**config.mk**
```make
export PLATFORM = sky130hd
export DESIGN_NAME = fb_write_arbiter
export DESIGN_NICKNAME = d
export VERILOG_FILES = /design/src/rtl/fb_pkg.sv /design/src/rtl/fb_write_arbiter_rr_arb2.sv /design/src/rtl/fb_write_arbiter.sv
export SDC_FILE = /design/constraint.sdc
export NUM_CORES = 1
export LEC_CHECK = 0
export CORE_MARGIN = 2
export CORE_UTILIZATION = 50
export CTS_CLUSTER_DIAMETER = 30
export DETAILED_ROUTE_END_ITERATION = 7
export DONT_BUFFER_PORTS = 1
export PLACE_DENSITY = 0.78
export SLEW_MARGIN = 5
export SYNTH_ARGS = -nofsm -noshare
export SYNTH_HDL_FRONTEND = slang
export SYNTH_SLANG_ARGS = --single-unit
export TNS_END_PERCENT = 5
```
**constraint.sdc**
```tcl
create_clock -name Clock_50 -period 1.2 [get_ports Clock_50]
set_clock_uncertainty 0.05 [all_clocks]
set_input_delay 0.24 -clock Clock_50 [delete_from_list [all_inputs] [get_ports Clock_50]]
set_output_delay 0.24 -clock Clock_50 [all_outputs]
set_load 0.05 [all_outputs]
```
**src/rtl/fb_pkg.sv**
```systemverilog
// Shared frame buffer constants and the write-controller state type.
// Used by the write arbiter, the RAM instantiation and the renderers.
package fb_pkg;

  localparam int FB_AWIDTH = 15;
  localparam int FB_WIDTH  = 3;
  localparam int FB_DEPTH  = 32768;

  localparam logic [FB_WIDTH-1:0] FB_CLEAR_COLOR = 3'b000;

  typedef enum logic {
    IDLE  = 1'b0,
    CLEAR = 1'b1
  } fb_state_e;

endpackage

```
**src/rtl/fb_write_arbiter_rr_arb2.sv**
```systemverilog
// Two-input round-robin arbiter with a last-winner pointer.
// Reusable by any two-requester frame buffer client.
module rr_arb2 (
  input  logic Clock_50,
  input  logic Reset_n,
  input  logic Enable,
  input  logic Req0,
  input  logic Req1,
  output logic Gnt0,
  output logic Gnt1
);

  // last_q = 1 means requester 1 won most recently, so requester 0 is favoured
  logic last_q;
  logic last_d;

  always_comb begin
    Gnt0   = Enable & Req0 & (~Req1 | last_q);
    Gnt1   = Enable & Req1 & (~Req0 | ~last_q);
    last_d = last_q;
    if (Gnt0) begin
      last_d = 1'b0;
    end else if (Gnt1) begin
      last_d = 1'b1;
    end
  end

  always_ff @(posedge Clock_50) begin
    if (!Reset_n) begin
      last_q <= 1'b1;
    end else begin
      last_q <= last_d;
    end
  end

endmodule

```
**src/rtl/fb_write_arbiter.sv**
```systemverilog
// Frame buffer write-port controller: round-robin between two renderers plus a clear sweep.
// Clear engine is built only when FB_ARB_CLEAR_EN is defined.
module fb_write_arbiter
  import fb_pkg::*;
#(
  parameter int                Width      = FB_WIDTH,
  parameter int                AWidth     = FB_AWIDTH,
  parameter int                Depth      = FB_DEPTH,
  parameter logic [Width-1:0]  ClearColor = FB_CLEAR_COLOR
) (
  input  logic              Clock_50,
  input  logic              Reset_n,
  input  logic              ClearReq,
  input  logic              Req0,
  input  logic [AWidth-1:0] Addr0,
  input  logic [Width-1:0]  Data0,
  output logic              Gnt0,
  input  logic              Req1,
  input  logic [AWidth-1:0] Addr1,
  input  logic [Width-1:0]  Data1,
  output logic              Gnt1,
  output logic [AWidth-1:0] WAddress,
  output logic [Width-1:0]  WData,
  output logic              WE,
  output logic              ClearBusy,
  output logic              ClearDone
);

  localparam logic [AWidth-1:0] LastAddr = AWidth'(Depth - 1);

  logic              arb_en;
  logic              we_q, we_d;
  logic [AWidth-1:0] waddr_q, waddr_d;
  logic [Width-1:0]  wdata_q, wdata_d;
  logic              busy_q, busy_d;
  logic              done_q, done_d;

`ifdef FB_ARB_CLEAR_EN
  fb_state_e         state_q, state_d;
  logic [AWidth-1:0] cnt_q, cnt_d;

  assign arb_en = Reset_n & (state_q == IDLE) & ~ClearReq;
`else
  logic unused_cfg;

  assign arb_en     = Reset_n;
  assign unused_cfg = ClearReq ^ (|ClearColor) ^ (|LastAddr);
`endif

  rr_arb2 u_rr_arb2 (
    .Clock_50 (Clock_50),
    .Reset_n  (Reset_n),
    .Enable   (arb_en),
    .Req0     (Req0),
    .Req1     (Req1),
    .Gnt0     (Gnt0),
    .Gnt1     (Gnt1)
  );

  always_comb begin
    we_d    = 1'b0;
    waddr_d = waddr_q;
    wdata_d = wdata_q;
    busy_d  = 1'b0;
    done_d  = 1'b0;
`ifdef FB_ARB_CLEAR_EN
    state_d = state_q;
    cnt_d   = cnt_q;
    if (state_q == CLEAR) begin
      we_d    = 1'b1;
      waddr_d = cnt_q;
      wdata_d = ClearColor;
      if (cnt_q == LastAddr) begin
        state_d = IDLE;
        done_d  = 1'b1;
        cnt_d   = '0;
      end else begin
        busy_d = 1'b1;
        cnt_d  = cnt_q + 1'b1;
      end
    end else if (ClearReq) begin
      state_d = CLEAR;
      cnt_d   = '0;
      busy_d  = 1'b1;
    end
`endif
    // Grants are already suppressed while clearing, so these never collide with clear writes
    if (Gnt0) begin
      we_d    = 1'b1;
      waddr_d = Addr0;
      wdata_d = Data0;
    end else if (Gnt1) begin
      we_d    = 1'b1;
      waddr_d = Addr1;
      wdata_d = Data1;
    end
  end

  always_ff @(posedge Clock_50) begin
    if (!Reset_n) begin
      we_q    <= 1'b0;
      waddr_q <= '0;
      wdata_q <= '0;
      busy_q  <= 1'b0;
      done_q  <= 1'b0;
`ifdef FB_ARB_CLEAR_EN
      state_q <= IDLE;
      cnt_q   <= '0;
`endif
    end else begin
      we_q    <= we_d;
      waddr_q <= waddr_d;
      wdata_q <= wdata_d;
      busy_q  <= busy_d;
      done_q  <= done_d;
`ifdef FB_ARB_CLEAR_EN
      state_q <= state_d;
      cnt_q   <= cnt_d;
`endif
    end
  end

  assign WE        = we_q;
  assign WAddress  = waddr_q;
  assign WData     = wdata_q;
  assign ClearBusy = busy_q;
  assign ClearDone = done_q;

endmodule

```
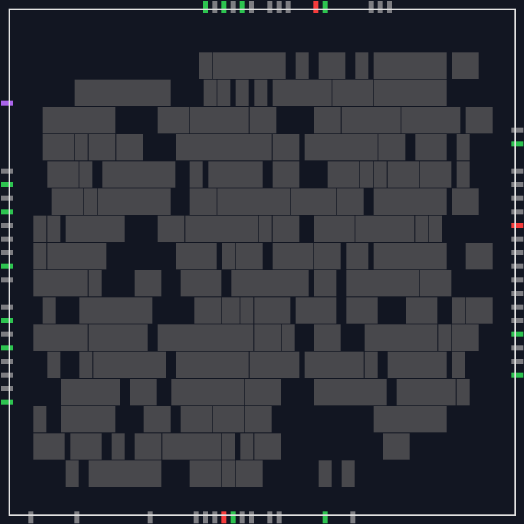
Figure 1: run 1, I/O pins on the die edge.
Scale: 10 px per um. Pins as bars across the die edge, other pins in gray.
Key: green = `Addr1` [pins 15, direction input, edge 6 left, 4 top, 3 right, 2 bottom]; purple = `Clock_50` [pins 1, direction input, edge left]; red = `Data1` [pins 3, direction input, edge 1 top, 1 right, 1 bottom]
All pins by edge: 18 left, 18 right, 14 bottom, 14 top.

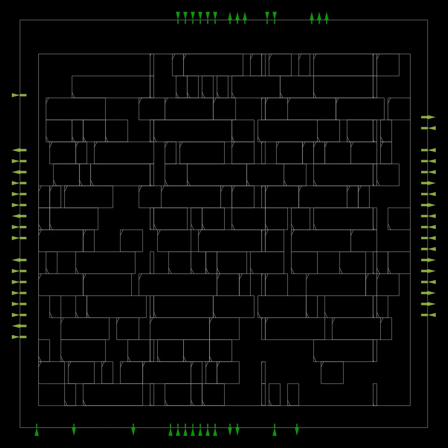
Figure 2: run 1, placement view.
count of inserted tapcells: 27
count of placed standard cells in the final layout, fillers left out: 169
placeable core area: 2002 sq um
end-of-flow core utilization: 73.13%

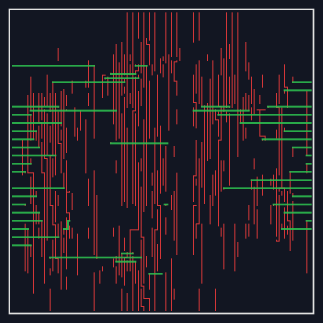
Figure 3: run 1, wiring by layer.
Scale: 6 px per um. Only two layers are drawn.
Key: red = M2 [wire length 1520 um]; green = M3 [wire length 284 um]
GRT Util Overall: 24.30%
vias: 1079

==> run notes, run 1 <==
Physical design

The run finished, with violations left. The final reports fail on negative setup slack. STA reports the tightest min-delay check as being of type primary input to register. The global route stage reports its total congestion overflow as 0. In this run, the clock network consumes 23.1% of the power.

The flow reports an fmax of 688.6 MHz. The placement report lists the number of port buffers as 0. The switching component of the power was reported as 645.0 uW. The effective utilization at floorplan stands at between 50% and 60%. Per the synthesis report, the simple-gate share of the synthesized area is 15.89%. During synthesis, Yosys emitted a total of 0 warnings. The global routing stage identified its most utilized layer as met2. The critical path in this run is classified as register to primary output. The fraction of synthesized cell area taken by the top area cell type stands at 37.12%. The first-pass GRT wire length stands at 4761 um. The share of async-settable or async-resettable flops after synthesis stands at 0%. The final timing report gives a worst setup slack of -0.2522 ns. The count of endpoints failing setup in the final report stands at 18.

The capture point of the worst register-to-register path is recorded as WAddress[11]$_SDFFE_PN0P_. Per the synth stats, the flop cell with the highest instance count is sky130_fd_sc_hd__dfxtp_1. At the later pin of the worst-skew pair, clock insertion delay measures 0.31 ns. The count of different cell masters after synthesis stands at 19. Per report_power, the sequential group accounts for approximately 42% of the total. Averaged over all synthesized cells, the footprint is ~9 sq um.

Across all hold checks on the routed design, the worst slack comes to 0.001021 ns. The count of flip-flops with a built-in enable after synthesis stands at 0. After Yosys synthesis, XOR and XNOR cells account for 0% of the synthesized area. Before antenna repair, the detailed router went through 4 iterations. CTS reports a maximum clock tree buffer depth of 2. Of all nets on the critical path, the largest fanout is 3. The final sum of negative setup slack stands at -1.227 ns. The total length of routed met3 wires stands at ~280 um. The post-CTS repair timing setup buffer count stands at 3. 0 antenna diodes ended up in the layout. For the completed layout, the total cell area is recorded as 1464 sq um. Counting the fill cells in the layout gives 156. After layout, the worst path uses 121.0% of the clock period. The sum of routed wire length over all layers stands at between 3000 and 4000 um. The compound-cell area share of the yosys netlist stands at between 30% and 40%. In the per-layer breakdown of the detailed-route log, met1 shows 1208 um. Non-clock buffering takes up 20.26% of total cell area after layout. TritonCTS built the clock tree. The average wire length per cell after detail routing stands at around 18 um.

The worst path in the final design needs a cycle of between 1 and 1.5 ns, including I/O delays and setup. The internal power of the cells totals 1.126 mW. The area of the multi-input gates stands at 691.9 sq um. In this run, power in flip-flops and latches comes to 749 uW. Multiplexer cells account for 0% of the synthesized area. Pins over their slew limit in the final report were tallied at 0. The register with the most flip-flops in the layout has 15 of them.
## run 1: worst min-delay path by stage
stage,cells after the start,end
after detailed placement,1,u_rr_arb2.last_q$_SDFFE_PN1P_
after floorplan,2,u_rr_arb2.last_q$_SDFFE_PN1P_
after global placement,1,u_rr_arb2.last_q$_SDFFE_PN1P_
after global routing,1,WE$_SDFF_PN0_
final,2,u_rr_arb2.last_q$_SDFFE_PN1P_
after CTS,2,u_rr_arb2.last_q$_SDFFE_PN1P_
## run 1: worst max-delay path, stage by stage (launching register included)
cell and delay, ns:
sky130_fd_sc_hd__dfxtp_2 0.36, sky130_fd_sc_hd__o211a_1 0.23, sky130_fd_sc_hd__buf_6 0.13, sky130_fd_sc_hd__buf_12 0.14
==> run 2, diff against run 1 <==
--- a/config.mk
+++ b/config.mk
@@ -5,6 +5,7 @@
 export SDC_FILE = /design/constraint.sdc
 export NUM_CORES = 1
 export LEC_CHECK = 0
+export CAP_MARGIN = 10
 export CORE_MARGIN = 2
 export CORE_UTILIZATION = 50
 export CTS_CLUSTER_DIAMETER = 30
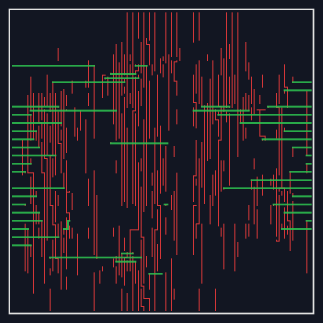
Figure 4: run 2, wiring by layer.
Scale: 6 px per um. Only two layers are drawn.
Key: red = M2 [wire length 1520 um]; green = M3 [wire length 284 um]

==> run 2 against run 1 <==
- the flow still finishes with violations (negative setup slack)
- setup slack unchanged
- wire length unchanged
- core utilization unchanged
- maximum frequency unchanged
- critical path type unchanged
- critical endpoint unchanged
==> run notes, run 2 <==
Physical design

The run finished, with violations left. The checks that failed: negative setup slack. The count of buffers from port buffering stands at 0. The worst slack on hold paths stands at 0.001021 ns. In the final routing, the length of wire on met1 measures about 1200 um.

Cells fill 73.13% of the core in the end. The average wire length per cell after detail routing stands at 17.95 um. The first-pass GRT wire length stands at 4761 um.

The total congestion overflow stands at 0. The global-route usage over all layers stands at ~24%. For this run, the detailed router's first-pass iteration total came to 4. The portion of total power attributed to the clock network stands at 23.1%. The core box area stands at between 2000 and 2500 sq um. The area of the multi-input gates stands at approximately 690 sq um. The final critical-path setup slack stands at -0.2522 ns. The count of endpoints failing setup in the final report stands at 18. CTS reports a maximum clock tree buffer depth of 2. Clock latency on the worst-skew pair, taken at its later pin, is 0.31 ns. The share of async-settable or async-resettable flops after synthesis stands at 0%. The net switching power in the latest report is 645.0 uW. The global routing stage identified its most utilized layer as met2.

The compound-cell area share of the yosys netlist stands at 37.82%. In the detailed route, the total length drawn on met3 is 284 um. Per the synthesis report, the XOR/XNOR share of the synthesized area is 0%. The portion of synthesized area spent on multiplexers is 0%. The number of stages on the worst hold path stands at 2. The maximum clock frequency stands at 688.6 MHz. The share of total power in sequential cells stands at between 40% and 50%. In this run, power in flip-flops and latches comes to between 700 and 800 uW. The final route contains roughly 1100 vias. For reference, the critical path cell chain is o211a_1 -> buf_6 -> buf_12. Post-route period utilization is reported as 121.0%. The non-clock buffer contribution to total cell area stands at 20.26%. The internal power stands at 1.126 mW. The worst stage delay on the critical path stands at 0.36 ns.
[run 2: cell counts in the layout (fill, tap and decap cells not counted)]
Identical to the previous run, type by type.
[run 2: what timing repair did]
action / in CTS / in global routing
resized: 19 / 10
endpoints found under the hold margin: 1 / 0
hold buffers: 1 / 0
pin swaps: 9 / 2
buffers inserted: 3 / 0
endpoints found under the setup margin: 17 / 21
[run 2: per-stage QoR]
stage | instance area, sq um | total power, mW | TNS (ns)
after floorplan | 1091 | 1.192 | 0
after CTS | 1393 | 1.744 | -1.181
final | 1464 | 1.771 | -1.227
after global placement | 1275 | 1.298 | 0
after global routing | 1464 | 1.839 | -1.806
after detailed placement | 1275 | 1.312 | -0.1416
[run 2: cells by family after synthesis]
group	Yosys count
AOI/OAI and AO/OA	38
buffers and inverters	16
DFF	20
other	1
and+or+nand+nor	42
Figure 5. M2 wires (run 2).
Scale: 10 px per um.
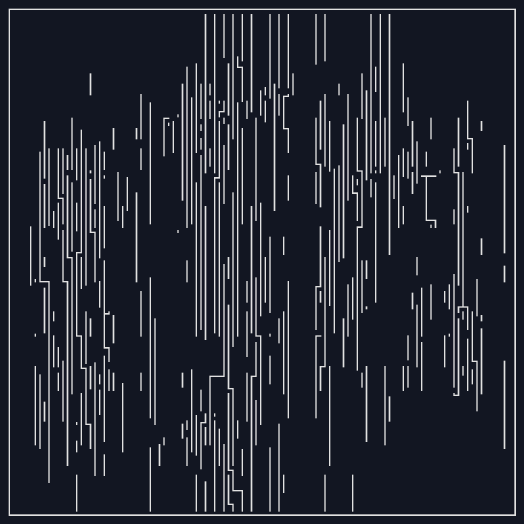

==> run 3, diff against run 2 <==
--- a/config.mk
+++ b/config.mk
@@ -9,9 +9,10 @@
 export CORE_MARGIN = 2
 export CORE_UTILIZATION = 50
 export CTS_CLUSTER_DIAMETER = 30
+export CTS_CLUSTER_SIZE = 16
 export DETAILED_ROUTE_END_ITERATION = 7
 export DONT_BUFFER_PORTS = 1
-export PLACE_DENSITY = 0.78
+export PLACE_DENSITY_LB_ADDON = 0.25
 export SLEW_MARGIN = 5
 export SYNTH_ARGS = -nofsm -noshare
 export SYNTH_HDL_FRONTEND = slang
==> constraint.sdc (replaced) <==
create_clock -name Clock_50 -period 1.7 [get_ports Clock_50]
set_clock_uncertainty 0.05 [all_clocks]
set_input_delay 0.34 -clock Clock_50 [delete_from_list [all_inputs] [get_ports Clock_50]]
set_output_delay 0.34 -clock Clock_50 [all_outputs]
set_load 0.05 [all_outputs]
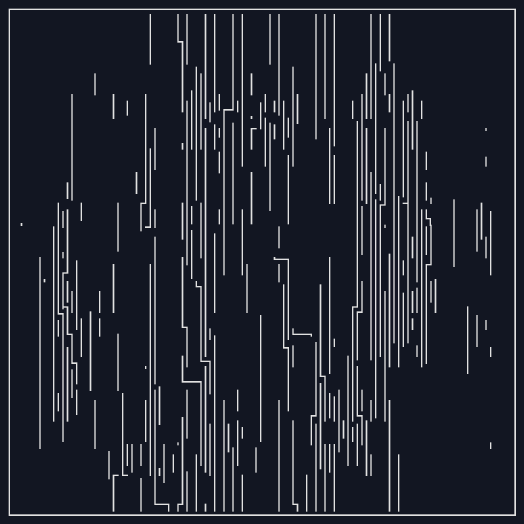
Figure 6: run 3, M2 wires.
Scale: 10 px per um.
The longest straight run is 27.9 um. 136 nets have wire on it. The layer holds 51% of the routed length. The wires run mostly vertical. The layer carries 1330 um of wire.

==> run 3 against run 2 <==
- the run now ends clean
- register-to-register slack gained 0.47 ns
- sequential share of layout area rose by 8.8 points
- wire length shrank 14%
- setup slack better by 0.42 ns
- clock power down 48%
- die size unchanged
- first-iteration DRC count down 65%
- critical endpoint unchanged
- largest cell class unchanged
- largest power group unchanged
==> run notes, run 3 <==
Physical design

The maximum clock frequency stands at approximately 650 MHz. Of the post-synthesis cell area, the dominant cell type holds between 30% and 40%. Of the available clock period, the critical path in the final layout requires 90.32%. The final timing report gives a worst setup slack of 0.1646 ns. Among all stages on the critical path, the largest delay is contributed by sky130_fd_sc_hd__dfxtp_1. The max-slew violation total from the final report stands at 0.

The number of hold buffers added after CTS stands at 0. The register with the most flip-flops in the layout has 15 of them. The global-route usage over all layers stands at 21.76%. The effective utilization at floorplan stands at ~54%. After routing the design area is 1105 sq um. The internal power stands at 655.1 uW.

In the final report, the number of endpoints failing setup comes to 0. Per the OpenROAD power report, switching power amounts to 395.5 uW. The synthesis report names the predominant flop master as sky130_fd_sc_hd__dfxtp_1. The largest driver fanout on the critical path stands at 19. In this run, synthesis inferred 0 flip-flops with an integrated enable. Summed over all layers, the global routing overflow is 0. The core box area stands at 2002 sq um. The first global-routing pass estimated 4319 um of wire. The portion of total power attributed to the clock network stands at approximately a fifth. The run finished with clean final reports.

The capture point of the worst register-to-register path is recorded as WAddress[5]$_SDFFE_PN0P_. TritonCTS built the clock tree. The endpoint of the worst hold path is reported as u_rr_arb2.last_q$_SDFFE_PN1P_.

The number of antenna repair diodes stands at 0. The post-CTS repair timing setup buffer count stands at 0. The count of non-filler cells in the finished layout stands at 140.

The critical path in this run is classified as register to primary output. The power report attributes to the sequential group a share of 65.6%. Note that the worst hold path type here is primary input to register. For this run, the share of the core covered by cells in the final layout is 55.19%. The detailed-router iteration count before antenna repair stands at 4. The critical path runs through a total of 2 cells.

In the final layout, the fill cell count is 194. The total power draw stands at 1.051 mW. For the finished layout, the period the worst path requires is 1.535 ns. The worst stage delay on the critical path stands at 0.38 ns. The mean instance size in the synthesized netlist stands at roughly 9.2 sq um. The report lists the number of cells resized after CTS as 0. The skew report gives the latency at the later pin of the worst-skew pair as 0.28 ns.

The worst slack on hold paths stands at 0.06821 ns. Per the CTS log, the buffer count on the longest clock path is 2. In the hold timing report, the worst path depth is 1. The count of buffers from port buffering stands at 0. Per STA, the worst path accumulates the most delay in the family flip-flops. Walking the worst path, the cells encountered are o211a_1 -> buf_6.
==> run 3: kinds of logic (layout without fill, tap and decap cells) <==
group	count (synthesis)	in the layout	share of synthesized area [%]
and+or+nand+nor	42	42	15.89
AOI/OAI and AO/OA	38	38	37.82
DFF	20	20	37.12
buffers and inverters	16	11	8.816
other	1	2	0.3477
==> run 3: cell type report <==
cell class	instances	area, sq um	area share [%]
clock buffers	3	22.52	2.039
repair buffers	7	56.30	5.096
multi-input cells	82	588.1	53.23
flip-flops and latches	20	400.4	36.24
inverters	1	3.754	0.3398
well taps	27	33.78	3.058
==> run 3: power groups by stage <==
stage	clock [mW]	sequential (mW)	combinational, mW
final	0.213	0.689	0.149
after global routing	0.257	0.695	0.163
after CTS	0.221	0.690	0.148
after detailed placement	0	0.701	0.148
after global placement	0	0.700	0.141
after floorplan	0	0.693	0.147
No activity file was given, so power comes from the tool's default toggle rates.
